The metal 4 layer:
Scale: 1 px per um. Supply wires on this layer in grey.
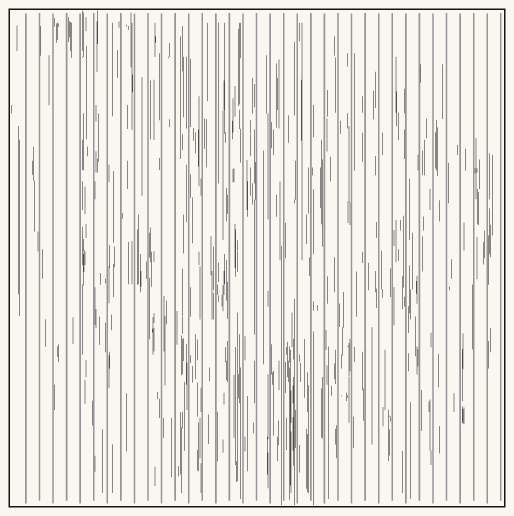
Congestion heat map:
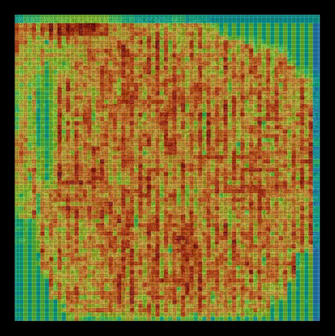
A small window of the routed layout:
Window x 232 to 262, y 134 to 164 um. Cells in grey, sequential cells in the stronger grey; small squares are vias.
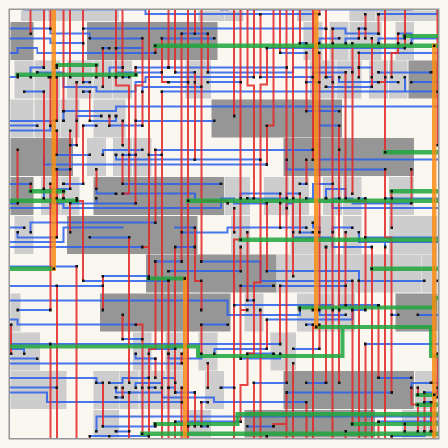
Signal metal coverage by tile:
The die is cut into 25 by 25 equal tiles; white is low, dark blue is high, scaled to the fullest tile. Values are wire area over tile area, all layers added.
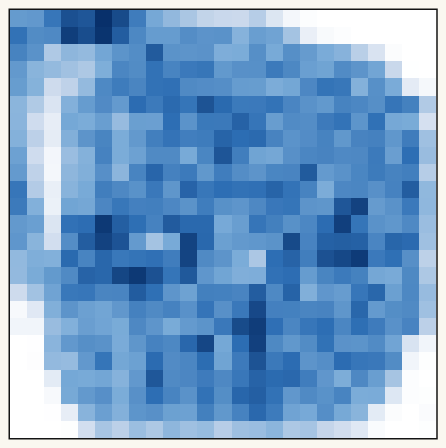
`config.mk`:
```
export PLATFORM = sky130hd
export DESIGN_NAME = aes_stream_host_flat
export DESIGN_NICKNAME = d
export VERILOG_FILES = /design/src/rtl/aes_stream_host_if.sv /design/src/rtl/aes_stream_host.sv /design/src/flat_wrapper.sv
export SDC_FILE = /design/constraint.sdc
export NUM_CORES = 2
export LEC_CHECK = 0
export ABC_AREA = 1
export CAP_MARGIN = 20
export CORE_AREA = 2 2 492 494
export DETAILED_ROUTE_END_ITERATION = 16
export DIE_AREA = 0 0 494 496
export MAX_ROUTING_LAYER = met4
export PLACE_DENSITY_LB_ADDON = 0.12
export SKIP_LAST_GASP = 1
export SYNTH_ARGS = -nofsm -noshare
export SYNTH_HDL_FRONTEND = slang
export SYNTH_SLANG_ARGS = --single-unit
```
`constraint.sdc`:
```
create_clock -name ap_clk -period 3 [get_ports ap_clk]
set_input_delay 0.6 -clock ap_clk [delete_from_list [all_inputs] [get_ports ap_clk]]
set_output_delay 0.6 -clock ap_clk [all_outputs]
set_load 0.05 [all_outputs]
```
`src/rtl/aes_stream_host_if.sv`:
```
// Handshake bundle between the upstream master, aes_stream_host and the accelerator FIFO ports.
// The slave modport is the host's view; master is the view of everything around it.
interface aes_stream_host_if #(
  parameter int unsigned DATA_W = 128
);
  logic              key_valid;
  logic              key_ready;
  logic [DATA_W-1:0] key_data;

  logic              blk_valid;
  logic              blk_ready;
  logic [DATA_W-1:0] blk_data;
  logic              blk_last;

  logic              res_valid;
  logic              res_ready;
  logic [DATA_W-1:0] res_data;

  logic [DATA_W-1:0] acc_in_dout;
  logic              acc_in_empty_n;
  logic              acc_in_read;

  logic [DATA_W-1:0] acc_out_din;
  logic              acc_out_write;
  logic              acc_out_full_n;

  logic              busy;
  logic              err;

  modport slave (
    input  key_valid, key_data,
    output key_ready,
    input  blk_valid, blk_data, blk_last,
    output blk_ready,
    output res_valid, res_data,
    input  res_ready,
    output acc_in_dout, acc_in_empty_n,
    input  acc_in_read,
    input  acc_out_din, acc_out_write,
    output acc_out_full_n,
    output busy, err
  );

  modport master (
    output key_valid, key_data,
    input  key_ready,
    output blk_valid, blk_data, blk_last,
    input  blk_ready,
    input  res_valid, res_data,
    output res_ready,
    input  acc_in_dout, acc_in_empty_n,
    output acc_in_read,
    output acc_out_din, acc_out_write,
    input  acc_out_full_n,
    input  busy, err
  );
endinterface

```
`src/rtl/aes_stream_host.sv`:
```
// Session host for a streaming AES accelerator: sends key then plaintext, collects results in order.
// Optional macro AES_HOST_BSWAP_EN byte-reverses words on the accelerator side of the block.
module aes_stream_host #(
  parameter int unsigned DATA_W  = 128,
  parameter int unsigned MAX_OUT = 16
) (
  input  logic             ap_clk,
  input  logic             ap_rst_n,
  aes_stream_host_if.slave bus
);
  localparam int unsigned PtrW = $clog2(MAX_OUT);
  localparam int unsigned CntW = PtrW + 1;
  localparam logic [CntW-1:0] MaxCnt = CntW'(MAX_OUT);

  typedef enum logic [1:0] {StIdle, StKey, StText, StDrain} state_e;

  function automatic logic [DATA_W-1:0] bswap(input logic [DATA_W-1:0] w);
`ifdef AES_HOST_BSWAP_EN
    logic [DATA_W-1:0] r;
    r = '0;
    for (int i = 0; i < int'(DATA_W / 8); i++) begin
      r[8*i +: 8] = w[DATA_W-8-8*i +: 8];
    end
    return r;
`else
    return w;
`endif
  endfunction

  state_e            state_q, state_d;
  logic              key_ready_q, key_ready_d;
  logic              empty_n_q, empty_n_d;
  logic [DATA_W-1:0] dout_q, dout_d;
  logic              slot_full_q, slot_full_d;
  logic              slot_last_q, slot_last_d;
  logic [CntW-1:0]   outstanding_q, outstanding_d;
  logic              busy_q, busy_d;
  logic              err_q, err_d;
  logic              full_n_q, full_n_d;
  logic [CntW-1:0]   cnt_q, cnt_d;
  logic [PtrW-1:0]   wr_ptr_q, wr_ptr_d;
  logic [PtrW-1:0]   rd_ptr_q, rd_ptr_d;
  logic [DATA_W-1:0] mem_q [MAX_OUT];

  logic key_fire, rd_fire, text_rd, blk_ready, blk_fire;
  logic res_valid, pop, wr_ok, wr_bad;

  always_comb begin
    key_fire  = bus.key_valid & key_ready_q;
    rd_fire   = bus.acc_in_read & empty_n_q;
    text_rd   = rd_fire & (state_q == StText);
    // A slot holding the last block must not be refilled as it drains.
    blk_ready = (state_q == StText) & (~slot_full_q | (rd_fire & ~slot_last_q));
    blk_fire  = bus.blk_valid & blk_ready;
    res_valid = (cnt_q != '0);
    pop       = res_valid & bus.res_ready;
    // Equal occupancy and outstanding means no result is owed: the write is unsolicited.
    wr_ok     = bus.acc_out_write & full_n_q & (cnt_q != outstanding_q);
    wr_bad    = bus.acc_out_write & ~wr_ok;
  end

  always_comb begin
    state_d     = state_q;
    dout_d      = dout_q;
    slot_full_d = slot_full_q;
    slot_last_d = slot_last_q;

    unique case (state_q)
      StIdle: begin
        if (key_fire) begin
          dout_d  = bswap(bus.key_data);
          state_d = StKey;
        end
      end
      StKey: begin
        if (rd_fire) state_d = StText;
      end
      StText: begin
        if (text_rd) begin
          slot_full_d = 1'b0;
          if (slot_last_q) state_d = StDrain;
        end
        if (blk_fire) begin
          slot_full_d = 1'b1;
          slot_last_d = bus.blk_last;
          dout_d      = bswap(bus.blk_data);
        end
      end
      StDrain: begin
        if (outstanding_q == '0) state_d = StIdle;
      end
      default: state_d = StIdle;
    endcase

    unique case ({text_rd, pop})
      2'b10:   outstanding_d = outstanding_q + 1'b1;
      2'b01:   outstanding_d = outstanding_q - 1'b1;
      default: outstanding_d = outstanding_q;
    endcase

    unique case ({wr_ok, pop})
      2'b10:   cnt_d = cnt_q + 1'b1;
      2'b01:   cnt_d = cnt_q - 1'b1;
      default: cnt_d = cnt_q;
    endcase

    wr_ptr_d = wr_ok ? wr_ptr_q + 1'b1 : wr_ptr_q;
    rd_ptr_d = pop   ? rd_ptr_q + 1'b1 : rd_ptr_q;
    full_n_d = (cnt_d != MaxCnt);

    empty_n_d = (state_d == StKey) |
                ((state_d == StText) & slot_full_d & (outstanding_d < MaxCnt));

    key_ready_d = (state_d == StIdle);
    busy_d      = (state_d != StIdle);
    err_d       = err_q | wr_bad;
  end

  always_ff @(posedge ap_clk or negedge ap_rst_n) begin
    if (!ap_rst_n) begin
      state_q       <= StIdle;
      key_ready_q   <= 1'b0;
      empty_n_q     <= 1'b0;
      dout_q        <= '0;
      slot_full_q   <= 1'b0;
      slot_last_q   <= 1'b0;
      outstanding_q <= '0;
      busy_q        <= 1'b0;
      err_q         <= 1'b0;
      full_n_q      <= 1'b0;
      cnt_q         <= '0;
      wr_ptr_q      <= '0;
      rd_ptr_q      <= '0;
    end else begin
      state_q       <= state_d;
      key_ready_q   <= key_ready_d;
      empty_n_q     <= empty_n_d;
      dout_q        <= dout_d;
      slot_full_q   <= slot_full_d;
      slot_last_q   <= slot_last_d;
      outstanding_q <= outstanding_d;
      busy_q        <= busy_d;
      err_q         <= err_d;
      full_n_q      <= full_n_d;
      cnt_q         <= cnt_d;
      wr_ptr_q      <= wr_ptr_d;
      rd_ptr_q      <= rd_ptr_d;
    end
  end

  always_ff @(posedge ap_clk or negedge ap_rst_n) begin
    if (!ap_rst_n) begin
      for (int i = 0; i < int'(MAX_OUT); i++) mem_q[i] <= '0;
    end else if (wr_ok) begin
      mem_q[wr_ptr_q] <= bswap(bus.acc_out_din);
    end
  end

  assign bus.key_ready      = key_ready_q;
  assign bus.blk_ready      = blk_ready;
  assign bus.res_valid      = res_valid;
  assign bus.res_data       = mem_q[rd_ptr_q];
  assign bus.acc_in_dout    = dout_q;
  assign bus.acc_in_empty_n = empty_n_q;
  assign bus.acc_out_full_n = full_n_q;
  assign bus.busy           = busy_q;
  assign bus.err            = err_q;

  // Offered accelerator word must hold until it is taken.
  a_dout_stable: assert property (@(posedge ap_clk) disable iff (!ap_rst_n)
    (empty_n_q && !bus.acc_in_read) |=> $stable(dout_q));

  a_outstanding_bound: assert property (@(posedge ap_clk) disable iff (!ap_rst_n)
    outstanding_q <= MaxCnt);

  a_fifo_le_outstanding: assert property (@(posedge ap_clk) disable iff (!ap_rst_n)
    cnt_q <= outstanding_q);

endmodule

```
`src/flat_wrapper.sv`:
```
// flat-port wrapper written by rule: the top's interface ports become plain ports
module aes_stream_host_flat 
#(
  parameter int unsigned DATA_W  = 128,
  parameter int unsigned MAX_OUT = 16
)
  (ap_clk, ap_rst_n, bus_key_valid, bus_key_data, bus_key_ready, bus_blk_valid, bus_blk_data, bus_blk_last, bus_blk_ready, bus_res_valid, bus_res_data, bus_res_ready, bus_acc_in_dout, bus_acc_in_empty_n, bus_acc_in_read, bus_acc_out_din, bus_acc_out_write, bus_acc_out_full_n, bus_busy, bus_err);
  aes_stream_host_if #(.DATA_W(DATA_W)) bus_i ();
  input  logic ap_clk;
  input  logic ap_rst_n;
  input wire logic [$bits(bus_i.key_valid)-1:0] bus_key_valid;
  input wire logic [$bits(bus_i.key_data)-1:0] bus_key_data;
  output wire logic [$bits(bus_i.key_ready)-1:0] bus_key_ready;
  input wire logic [$bits(bus_i.blk_valid)-1:0] bus_blk_valid;
  input wire logic [$bits(bus_i.blk_data)-1:0] bus_blk_data;
  input wire logic [$bits(bus_i.blk_last)-1:0] bus_blk_last;
  output wire logic [$bits(bus_i.blk_ready)-1:0] bus_blk_ready;
  output wire logic [$bits(bus_i.res_valid)-1:0] bus_res_valid;
  output wire logic [$bits(bus_i.res_data)-1:0] bus_res_data;
  input wire logic [$bits(bus_i.res_ready)-1:0] bus_res_ready;
  output wire logic [$bits(bus_i.acc_in_dout)-1:0] bus_acc_in_dout;
  output wire logic [$bits(bus_i.acc_in_empty_n)-1:0] bus_acc_in_empty_n;
  input wire logic [$bits(bus_i.acc_in_read)-1:0] bus_acc_in_read;
  input wire logic [$bits(bus_i.acc_out_din)-1:0] bus_acc_out_din;
  input wire logic [$bits(bus_i.acc_out_write)-1:0] bus_acc_out_write;
  output wire logic [$bits(bus_i.acc_out_full_n)-1:0] bus_acc_out_full_n;
  output wire logic [$bits(bus_i.busy)-1:0] bus_busy;
  output wire logic [$bits(bus_i.err)-1:0] bus_err;
  assign bus_i.key_valid = bus_key_valid;
  assign bus_i.key_data = bus_key_data;
  assign bus_key_ready = bus_i.key_ready;
  assign bus_i.blk_valid = bus_blk_valid;
  assign bus_i.blk_data = bus_blk_data;
  assign bus_i.blk_last = bus_blk_last;
  assign bus_blk_ready = bus_i.blk_ready;
  assign bus_res_valid = bus_i.res_valid;
  assign bus_res_data = bus_i.res_data;
  assign bus_i.res_ready = bus_res_ready;
  assign bus_acc_in_dout = bus_i.acc_in_dout;
  assign bus_acc_in_empty_n = bus_i.acc_in_empty_n;
  assign bus_i.acc_in_read = bus_acc_in_read;
  assign bus_i.acc_out_din = bus_acc_out_din;
  assign bus_i.acc_out_write = bus_acc_out_write;
  assign bus_acc_out_full_n = bus_i.acc_out_full_n;
  assign bus_busy = bus_i.busy;
  assign bus_err = bus_i.err;
  aes_stream_host #(.DATA_W(DATA_W), .MAX_OUT(MAX_OUT)) u_core (.ap_clk(ap_clk), .ap_rst_n(ap_rst_n), .bus(bus_i));
endmodule
```
==> impl_metrics.yaml <==
# flow metrics
critical_path:
  crit_start: "u_core.rd_ptr_q[0]"
  timing.rr.start: "u_core.outstanding_q[4]"
  crit_path_cell_trace: "buf_12 > buf_16 > buf_4 > o21ai_0 > o221ai_1 > nand3_1 > nand2_1 > buf_12"
  critical_path.endpoint: "bus_res_data[18]"
  cp-start-kind: "flip-flop"
pwr:
  p_comb_share_pct: 52.4
  power_switching_share_pct: 45.7
  p_comb_w: 0.0890
  internal_power_w: 0.0922
  power_leader: "combinational logic"
synthesis:
  synth-async-reset-ratio_pct: 100
  yosys_cells: 13800
  ys_ff: 2203
  floorplan.nets: 14200
  yosysTopAreaCell: "dfrtp_1"
cells_and_area:
  final_cells: 17200
  area_growth_pct: 19.9
  fillCellCount: 22200
  final_cell_area_um2: 129000
  comb_area_share_pct: 35.6
  nNetsFinal: 14100
  largestClassByArea: "sequential cells"
clocking:
  cts-root-buf: "clkbuf_16"
  clock-sinks: 2203
routing:
  met2WireLength_um: 197000
  m1WireLength_um: 172000
timing:
  layout_setup_ws_ps: -631
  slew_violations: 0
  rsz0062_at_grt: "yes"
  max-slew-margin-rel_pct: 38.6
  finClkSkew_ps: 34.1
  finalSetupViolations: 129
floorplanning:
  die_x_um: 494
  dieHeight_um: 496
outcome:
  status: "finished, violations left"
  violations: "negative setup slack"
placed_design:
  place_ws_ps: 102
Notes on 'the metal 4 layer' above:
share of all routed wire = 3.8%
longest straight run = 259 um
main direction = vertical
nets with wire on the layer = 194
wire length on this layer = 16300 um
Via Count: 102000
DRT Wirelength: 432000 um

Notes on 'congestion heat map' above:
Most Crowded Layer GR: met2
Avg WL per Cell: 25.2 um

Notes on 'a small window of the routed layout' above:
metal 1 -> blue
metal 2 -> red
metal 4 -> orange
metal 3 -> green
cells with their middle in the window = 64
netlist names of flops here include = `u_core.mem_q` (9)
most frequent = nand2_1 (25), nand3_1 (12), dfrtp_1 (9)
sequential cells in the window = 9

Notes on 'signal metal coverage by tile' above:
mean over tiles = 0.30
tiles over half the peak = 69%
fullest tile = 0.55
nearly empty tiles = 6.9%

No activity file was given, so power comes from the tool's default toggle rates.
